$ cat src/rtl/ysyx_22040759_mem_arbiter_if.sv
// rtl/ysyx_22040759_mem_arbiter_if.sv - fetch, load/store and RAM port bundle of the memory arbiter
interface ysyx_22040759_mem_arbiter_if;
  logic        if_req;
  logic [63:0] if_addr;
  logic        if_ack;
  logic        if_rvalid;
  logic [31:0] if_rdata;

  logic        d_req;
  logic        d_we;
  logic [63:0] d_addr;
  logic [63:0] d_wdata;
  logic [63:0] d_wmask;
  logic        d_ack;
  logic        d_rvalid;
  logic [63:0] d_rdata;

  logic        ram_en;
  logic [63:0] ram_ridx;
  logic        ram_wen;
  logic [63:0] ram_widx;
  logic [63:0] ram_wdata;
  logic [63:0] ram_wmask;
  logic [63:0] ram_rdata;

  // arbiter side
  modport slave (
    input  if_req, if_addr, d_req, d_we, d_addr, d_wdata, d_wmask, ram_rdata,
    output if_ack, if_rvalid, if_rdata, d_ack, d_rvalid, d_rdata,
    output ram_en, ram_ridx, ram_wen, ram_widx, ram_wdata, ram_wmask
  );

  // requester and memory-model side
  modport master (
    output if_req, if_addr, d_req, d_we, d_addr, d_wdata, d_wmask, ram_rdata,
    input  if_ack, if_rvalid, if_rdata, d_ack, d_rvalid, d_rdata,
    input  ram_en, ram_ridx, ram_wen, ram_widx, ram_wdata, ram_wmask
  );
endinterface

$ cat src/rtl/ysyx_22040759_mem_arbiter.sv
// rtl/ysyx_22040759_mem_arbiter.sv - shares one 64-bit RAMHelper port between instruction fetch and load/store
// Define YSYX_22040759_ARB_RR_EN for round-robin arbitration; default is D-priority with IF anti-starvation.
module ysyx_22040759_mem_arbiter #(
  parameter logic [63:0] BASE_ADDR = 64'h0000_0000_8000_0000,
  parameter int          MAX_WAIT  = 4,
  parameter logic [31:0] NOP_INST  = 32'h0000_0013
) (
  input  logic                         clk,
  input  logic                         rst_n,
  ysyx_22040759_mem_arbiter_if.slave   bus
);

  typedef enum logic [1:0] {IDLE, RESP_IF, RESP_D} state_t;

  state_t      state, state_next;
  logic        grant_if, grant_d;
  logic        if_zero;
  logic [63:0] if_idx, d_idx;
  logic        lat_hi, lat_nop, lat_we;

  assign if_zero = (bus.if_addr == 64'd0);
  assign if_idx  = (bus.if_addr - BASE_ADDR) >> 3;
  assign d_idx   = (bus.d_addr - BASE_ADDR) >> 3;

`ifdef YSYX_22040759_ARB_RR_EN
  logic last_grant_d;

  always_comb begin
    grant_if = 1'b0;
    grant_d  = 1'b0;
    if (rst_n && state == IDLE) begin
      if (bus.if_req && bus.d_req) begin
        grant_if = last_grant_d;
        grant_d  = !last_grant_d;
      end else begin
        grant_if = bus.if_req;
        grant_d  = bus.d_req;
      end
    end
  end

  always_ff @(posedge clk or negedge rst_n) begin
    if (!rst_n) begin
      last_grant_d <= 1'b0;
    end else if (grant_if || grant_d) begin
      last_grant_d <= grant_d;
    end
  end
`else
  localparam int SW = $clog2(MAX_WAIT + 1);
  logic [SW-1:0] starve_cnt;

  // IF is forced ahead once it has lost MAX_WAIT grants in a row
  always_comb begin
    grant_if = 1'b0;
    grant_d  = 1'b0;
    if (rst_n && state == IDLE) begin
      if (bus.d_req && !(bus.if_req && starve_cnt == SW'(MAX_WAIT))) begin
        grant_d = 1'b1;
      end else begin
        grant_if = bus.if_req;
      end
    end
  end

  always_ff @(posedge clk or negedge rst_n) begin
    if (!rst_n) begin
      starve_cnt <= '0;
    end else if (!bus.if_req || grant_if) begin
      starve_cnt <= '0;
    end else if (grant_d && starve_cnt != SW'(MAX_WAIT)) begin
      starve_cnt <= starve_cnt + SW'(1);
    end
  end
`endif

  always_comb begin
    state_next    = state;
    bus.if_ack    = grant_if;
    bus.d_ack     = grant_d;
    bus.if_rvalid = 1'b0;
    bus.if_rdata  = 32'd0;
    bus.d_rvalid  = 1'b0;
    bus.d_rdata   = 64'd0;
    bus.ram_en    = 1'b0;
    bus.ram_ridx  = 64'd0;
    bus.ram_wen   = 1'b0;
    bus.ram_widx  = 64'd0;
    bus.ram_wdata = 64'd0;
    bus.ram_wmask = 64'd0;
    case (state)
      IDLE: begin
        if (grant_if) begin
          state_next = RESP_IF;
          if (!if_zero) begin
            bus.ram_en   = 1'b1;
            bus.ram_ridx = if_idx;
          end
        end else if (grant_d) begin
          state_next = RESP_D;
          if (bus.d_we) begin
            bus.ram_wen   = 1'b1;
            bus.ram_widx  = d_idx;
            bus.ram_wdata = bus.d_wdata;
            bus.ram_wmask = bus.d_wmask;
          end else begin
            bus.ram_en   = 1'b1;
            bus.ram_ridx = d_idx;
          end
        end
      end
      RESP_IF: begin
        state_next    = IDLE;
        bus.if_rvalid = 1'b1;
        if (lat_nop) begin
          bus.if_rdata = NOP_INST;
        end else begin
          bus.if_rdata = lat_hi ? bus.ram_rdata[63:32] : bus.ram_rdata[31:0];
        end
      end
      RESP_D: begin
        state_next   = IDLE;
        bus.d_rvalid = 1'b1;
        bus.d_rdata  = lat_we ? 64'd0 : bus.ram_rdata;
      end
      default: state_next = IDLE;
    endcase
  end

  always_ff @(posedge clk or negedge rst_n) begin
    if (!rst_n) begin
      state   <= IDLE;
      lat_hi  <= 1'b0;
      lat_nop <= 1'b0;
      lat_we  <= 1'b0;
    end else begin
      state <= state_next;
      if (grant_if) begin
        lat_hi  <= bus.if_addr[2];
        lat_nop <= if_zero;
      end
      if (grant_d) begin
        lat_we <= bus.d_we;
      end
    end
  end

endmodule

$ cat src/flat_wrapper.sv
// flat-port wrapper written by rule: the top's interface ports become plain ports
module ysyx_22040759_mem_arbiter_flat 
#(
  parameter logic [63:0] BASE_ADDR = 64'h0000_0000_8000_0000,
  parameter int          MAX_WAIT  = 4,
  parameter logic [31:0] NOP_INST  = 32'h0000_0013
)
  (clk, rst_n, bus_if_req, bus_if_addr, bus_d_req, bus_d_we, bus_d_addr, bus_d_wdata, bus_d_wmask, bus_ram_rdata, bus_if_ack, bus_if_rvalid, bus_if_rdata, bus_d_ack, bus_d_rvalid, bus_d_rdata, bus_ram_en, bus_ram_ridx, bus_ram_wen, bus_ram_widx, bus_ram_wdata, bus_ram_wmask);
  ysyx_22040759_mem_arbiter_if bus_i ();
  input  logic clk;
  input  logic rst_n;
  input wire logic [$bits(bus_i.if_req)-1:0] bus_if_req;
  input wire logic [$bits(bus_i.if_addr)-1:0] bus_if_addr;
  input wire logic [$bits(bus_i.d_req)-1:0] bus_d_req;
  input wire logic [$bits(bus_i.d_we)-1:0] bus_d_we;
  input wire logic [$bits(bus_i.d_addr)-1:0] bus_d_addr;
  input wire logic [$bits(bus_i.d_wdata)-1:0] bus_d_wdata;
  input wire logic [$bits(bus_i.d_wmask)-1:0] bus_d_wmask;
  input wire logic [$bits(bus_i.ram_rdata)-1:0] bus_ram_rdata;
  output wire logic [$bits(bus_i.if_ack)-1:0] bus_if_ack;
  output wire logic [$bits(bus_i.if_rvalid)-1:0] bus_if_rvalid;
  output wire logic [$bits(bus_i.if_rdata)-1:0] bus_if_rdata;
  output wire logic [$bits(bus_i.d_ack)-1:0] bus_d_ack;
  output wire logic [$bits(bus_i.d_rvalid)-1:0] bus_d_rvalid;
  output wire logic [$bits(bus_i.d_rdata)-1:0] bus_d_rdata;
  output wire logic [$bits(bus_i.ram_en)-1:0] bus_ram_en;
  output wire logic [$bits(bus_i.ram_ridx)-1:0] bus_ram_ridx;
  output wire logic [$bits(bus_i.ram_wen)-1:0] bus_ram_wen;
  output wire logic [$bits(bus_i.ram_widx)-1:0] bus_ram_widx;
  output wire logic [$bits(bus_i.ram_wdata)-1:0] bus_ram_wdata;
  output wire logic [$bits(bus_i.ram_wmask)-1:0] bus_ram_wmask;
  assign bus_i.if_req = bus_if_req;
  assign bus_i.if_addr = bus_if_addr;
  assign bus_i.d_req = bus_d_req;
  assign bus_i.d_we = bus_d_we;
  assign bus_i.d_addr = bus_d_addr;
  assign bus_i.d_wdata = bus_d_wdata;
  assign bus_i.d_wmask = bus_d_wmask;
  assign bus_i.ram_rdata = bus_ram_rdata;
  assign bus_if_ack = bus_i.if_ack;
  assign bus_if_rvalid = bus_i.if_rvalid;
  assign bus_if_rdata = bus_i.if_rdata;
  assign bus_d_ack = bus_i.d_ack;
  assign bus_d_rvalid = bus_i.d_rvalid;
  assign bus_d_rdata = bus_i.d_rdata;
  assign bus_ram_en = bus_i.ram_en;
  assign bus_ram_ridx = bus_i.ram_ridx;
  assign bus_ram_wen = bus_i.ram_wen;
  assign bus_ram_widx = bus_i.ram_widx;
  assign bus_ram_wdata = bus_i.ram_wdata;
  assign bus_ram_wmask = bus_i.ram_wmask;
  ysyx_22040759_mem_arbiter #(.BASE_ADDR(BASE_ADDR), .MAX_WAIT(MAX_WAIT), .NOP_INST(NOP_INST)) u_core (.clk(clk), .rst_n(rst_n), .bus(bus_i));
endmodule
$ cat config.mk
export PLATFORM = sky130hd
export DESIGN_NAME = ysyx_22040759_mem_arbiter_flat
export DESIGN_NICKNAME = d
export VERILOG_FILES = /design/src/rtl/ysyx_22040759_mem_arbiter_if.sv /design/src/rtl/ysyx_22040759_mem_arbiter.sv /design/src/flat_wrapper.sv
export SDC_FILE = /design/constraint.sdc
export NUM_CORES = 1
export LEC_CHECK = 0
export CORE_AREA = 2 2 264 266
export DETAILED_ROUTE_END_ITERATION = 10
export DIE_AREA = 0 0 266 268
export GPL_TIMING_DRIVEN = 0
export MAX_ROUTING_LAYER = met4
export PLACE_DENSITY = 0.3
export SLEW_MARGIN = 20
export SYNTH_ARGS = -nofsm -noshare
export SYNTH_HDL_FRONTEND = slang
export SYNTH_SLANG_ARGS = --single-unit
$ cat constraint.sdc
create_clock -name clk -period 2.8 [get_ports clk]
set_input_delay 0.42 -clock clk [delete_from_list [all_inputs] [get_ports clk]]
set_output_delay 0.42 -clock clk [all_outputs]
set_load 0.01 [all_outputs]
==> Changelog: implementation <==
### Changed

* Mapped cell area at 4560 um^2
* Final wirelength at 56.7 mm
* Post-DR wirelength/cell at 24.1 um
* Crit path to: bus_ram_ridx[11]
* DIE WIDTH at 266 um
* EDFF count, synth at 0
* Pin count of the biggest net entering global routing at 11
* GR peak layer: met2
* Pwr/cell area at 156 nW/um^2
* CP cell instances: buf_6 > or4_4 > or3_4 > or3_4 > o21a_4 > buf_12 > buf_12 > a22o_4 > buf_6
* Clk pwr share at 0.111
* CP Data Required Time at 2.38 ns
* Reg2Reg Depth at 9
* Int Pwr at 1270 uW
* Switching Share at 0.428
* Dpl cell area at 12400 um^2
* Actual slew at the worst max-slew pin at 0.732 ns
* Reg-to-Reg End: u_core.lat_we
* Status: finished with violations
* Worst setup SP type: primary input
* Total congestion overflow at 0
* Failing checks: negative setup slack
* Pre-Place Util at 0.0669
* Top cells by count, synth: 220 x and3_1, 86 x nor2_1, 66 x clkbuf_1, 52 x xnor2_1, 32 x o22ai_1
* M2 GR Usage at 0.263
* P_comb at 1850 uW
* Kind of critical path: in2out
* Detail Route Antenna Nets at 0
* YS warnings at 0
* Worst-path clk slew at 0.04 ns
* Die Ht at 268 um
* FFs w/ async S/R, synth at 1.00
* CTS tree: done
* Insertion Delay late pin at 0.24 ns
* Rel. slew slack at 0.512
* Number of cells on the critical path at 9
* Setup crit start: bus_if_addr[59]
* DRC violations left at 0
* FMAX at 0.316 GHz
* Initial antenna violation count at 6
* Post-synthesis cell type count at 51
* Period utilization at 1.13
* R2R Path Start: u_core.state[1]
* Die Size at 71300 um^2
* CP Capture Type: output port
* Hold crit path type: in2async
* Top Metal Used: met4
* Drt first pass iters at 4
* Hpwl dp at 48.6 mm
* Via count at 8680
* Count leader, synth: and3_1
* Maximum vdd drop at 150 uV
* Met1 GRT Util at 0.194
* Met2 wire length at 27.9 mm
* Top cell area share at 0.302
* Main flop type: dfrtp_1
* Sw power at 953 uW
* Buffers added on ports at 673
* GR Util met3 at 0.0323
* Worst path bufs/invs at 4
* Share of post-route cells with drive strength above 1 at 0.298
* Static leakage at 0.00717 uW
* Syn avg cell area at 6.43 um^2
* GP Congestion at 0.922
* Yosys chip area at 4560 um^2
* Clk pwr at 247 uW
* Global-route wire length before repair at 75.7 mm
* Tool warnings at 32
* Vias per inst at 3.69
* Final nets at 1795
* Core area at 68200 um^2
* Worst Path Max Fanout at 5
* Design Power at 2230 uW
* Synth Seq Share at 0.0439
* Top logic cells by instance count in the layout: 334 x clkdlybuf4s50_1, 212 x and3_1, 100 x dlygate4sd2_1
* RSZ-0062 raised after global routing: yes
* Setup WS post-layout at -0.363 ns
* Yosys top cell by area: and3_1
* Total track usage at 0.153
* Max incr delay on CP at 0.53 ns
* Arrival @ worst endpoint at 2.74 ns
* Max-cap violations at 0
* Worst Clk Skew at 0.00449 ns
* Clock Path Buffers at 2
* Seq pwr share at 0.057
* Cells after Synth at 710
* CTS Sinks at 8
* Minimum clock period at 3.16 ns
* Synth flops at 8
* CTS buffer count at 3
* Routed met3 length at 3.56 mm
* Initial DRC count at 319
* # setup viols final at 62
* R2R setup slack at 0.98 ns
* Slowest-stage cell, CP: or4_4
## repair_timing
action | in CTS | in global routing
endpoints found under the hold margin | 0 | 0
gates resized | 868 | 349
endpoints found under the setup margin | 335 | 184
hold buffers | 0 | 0
cloned | 6 | 1
setup buffers | 52 | 20
pin swaps | 51 | 64
## final cells by class
class / instances / area (um^2)
timing repair buffer: 749 / 7140
buffer: 78 / 673
antenna: 7 / 17.5
tap: 882 / 1100
clock buffer: 3 / 75.1
fill: 7708 / 53900
inverter: 12 / 45.0
sequential: 8 / 203
multi-input combinational: 614 / 5030
## kinds of logic (layout without fill, tap and decap cells)
family | Yosys count | in the layout | synth area share
buffers and inverters | 93 | 842 | 0.0888
other | 1 | 13 | 0.000822
XOR/XNOR | 60 | 60 | 0.115
multiplexers | 29 | 29 | 0.0636
AND/OR/NAND/NOR | 435 | 435 | 0.546
adder cells (fa/ha/maj) | 4 | 4 | 0.0110
flip-flops | 8 | 8 | 0.0439
AND-OR/OR-AND | 80 | 80 | 0.130
## per-stage QoR
stage | std cells | TNS (ns) | worst slack [ns] | hold slack [ns] | util
floorplan | 715 | 0 | 0.0678 | 0.124 | -
global placement | 2270 | -530.50 | -2.62 | 0.559 | 0.182
detailed placement | 2270 | -523.44 | -2.61 | 0.568 | 0.182
CTS | 2329 | -20.65 | -0.443 | 0.00980 | 0.200
global route | 2349 | -16.21 | -0.359 | 0.0147 | 0.209
finish | 2353 | -14.59 | -0.363 | 0.00655 | 0.209
## registers in the layout, indices dropped and copies added, names as in the netlist
signal and count:
u_core.lat_hi 1, u_core.state 2, u_core.lat_we 1, u_core.lat_nop 1
u_core.starve_cnt 3
### Cell classes on the final placement

Scale bar: 100 um.
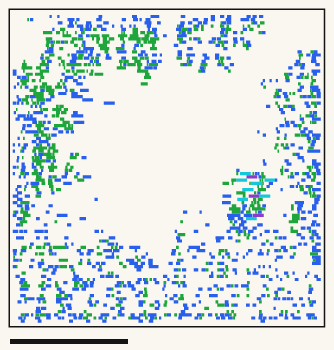
- other buffers and delay cells: blue (cells 827; share of their area 59%)
- all other logic: green (cells 626; share of their area 39%)
- cells driving clock nets: purple (cells 3; share of their area 0.57%)
- flip-flops: cyan (cells 8; share of their area 1.5%)
site row count: 96
cell area after layout: 14300 um^2
Layout Utilization: 0.209
fraction of area in registers: 0.0142

### Drive-strength map

Scale bar: 100 um.
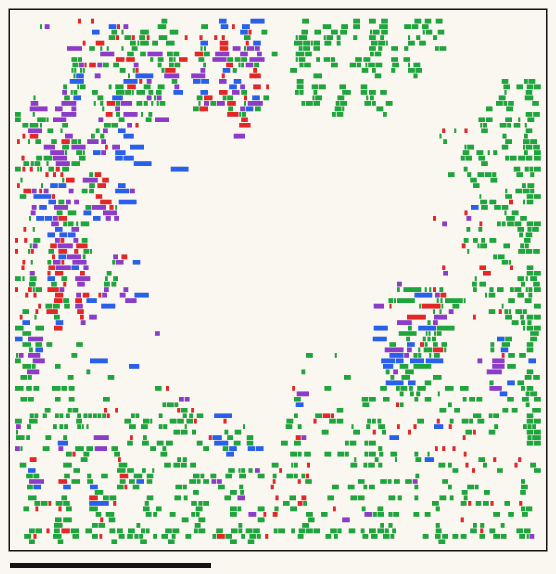
- drive 6 and up: blue (cells 99)
- drive 3 to 4: purple (cells 144)
- drive 2: red (cells 194)
- drive 1 or less: green (cells 1027)
Non-clk bufs: 827
Area Overhead vs Synth: 213%

### Gate families picked out

Scale bar: 100 um.
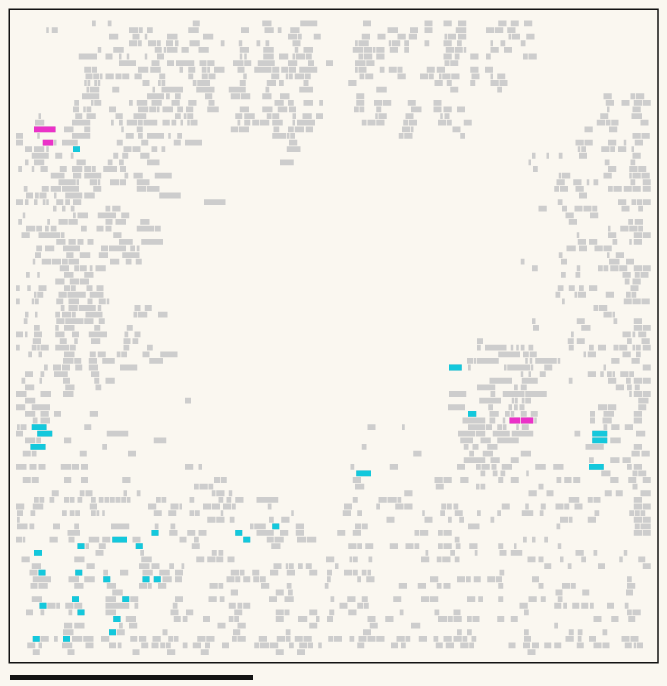
- AND-OR and OR-AND gates: cyan (cells 31)
- adder and majority cells: magenta (cells 4)
final cell count without fillers: 2353
Top cell excl fill/tap: clkdlybuf4s50_1
Comb/total area: 0.352

### Sequential cells grouped by signal name

Scale bar: 100 um.
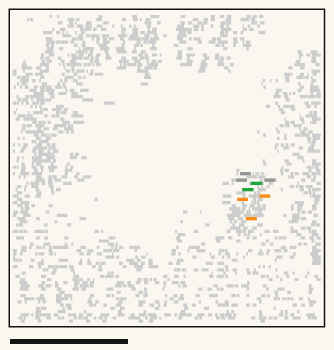
- u_core.starve_cnt: orange (placed flops 3)
- u_core.state: green (placed flops 2)
- not colored: 3
Sequential Power: 128 uW
sequential cell area: 203 um^2

Power and IR drop assume default switching activity.
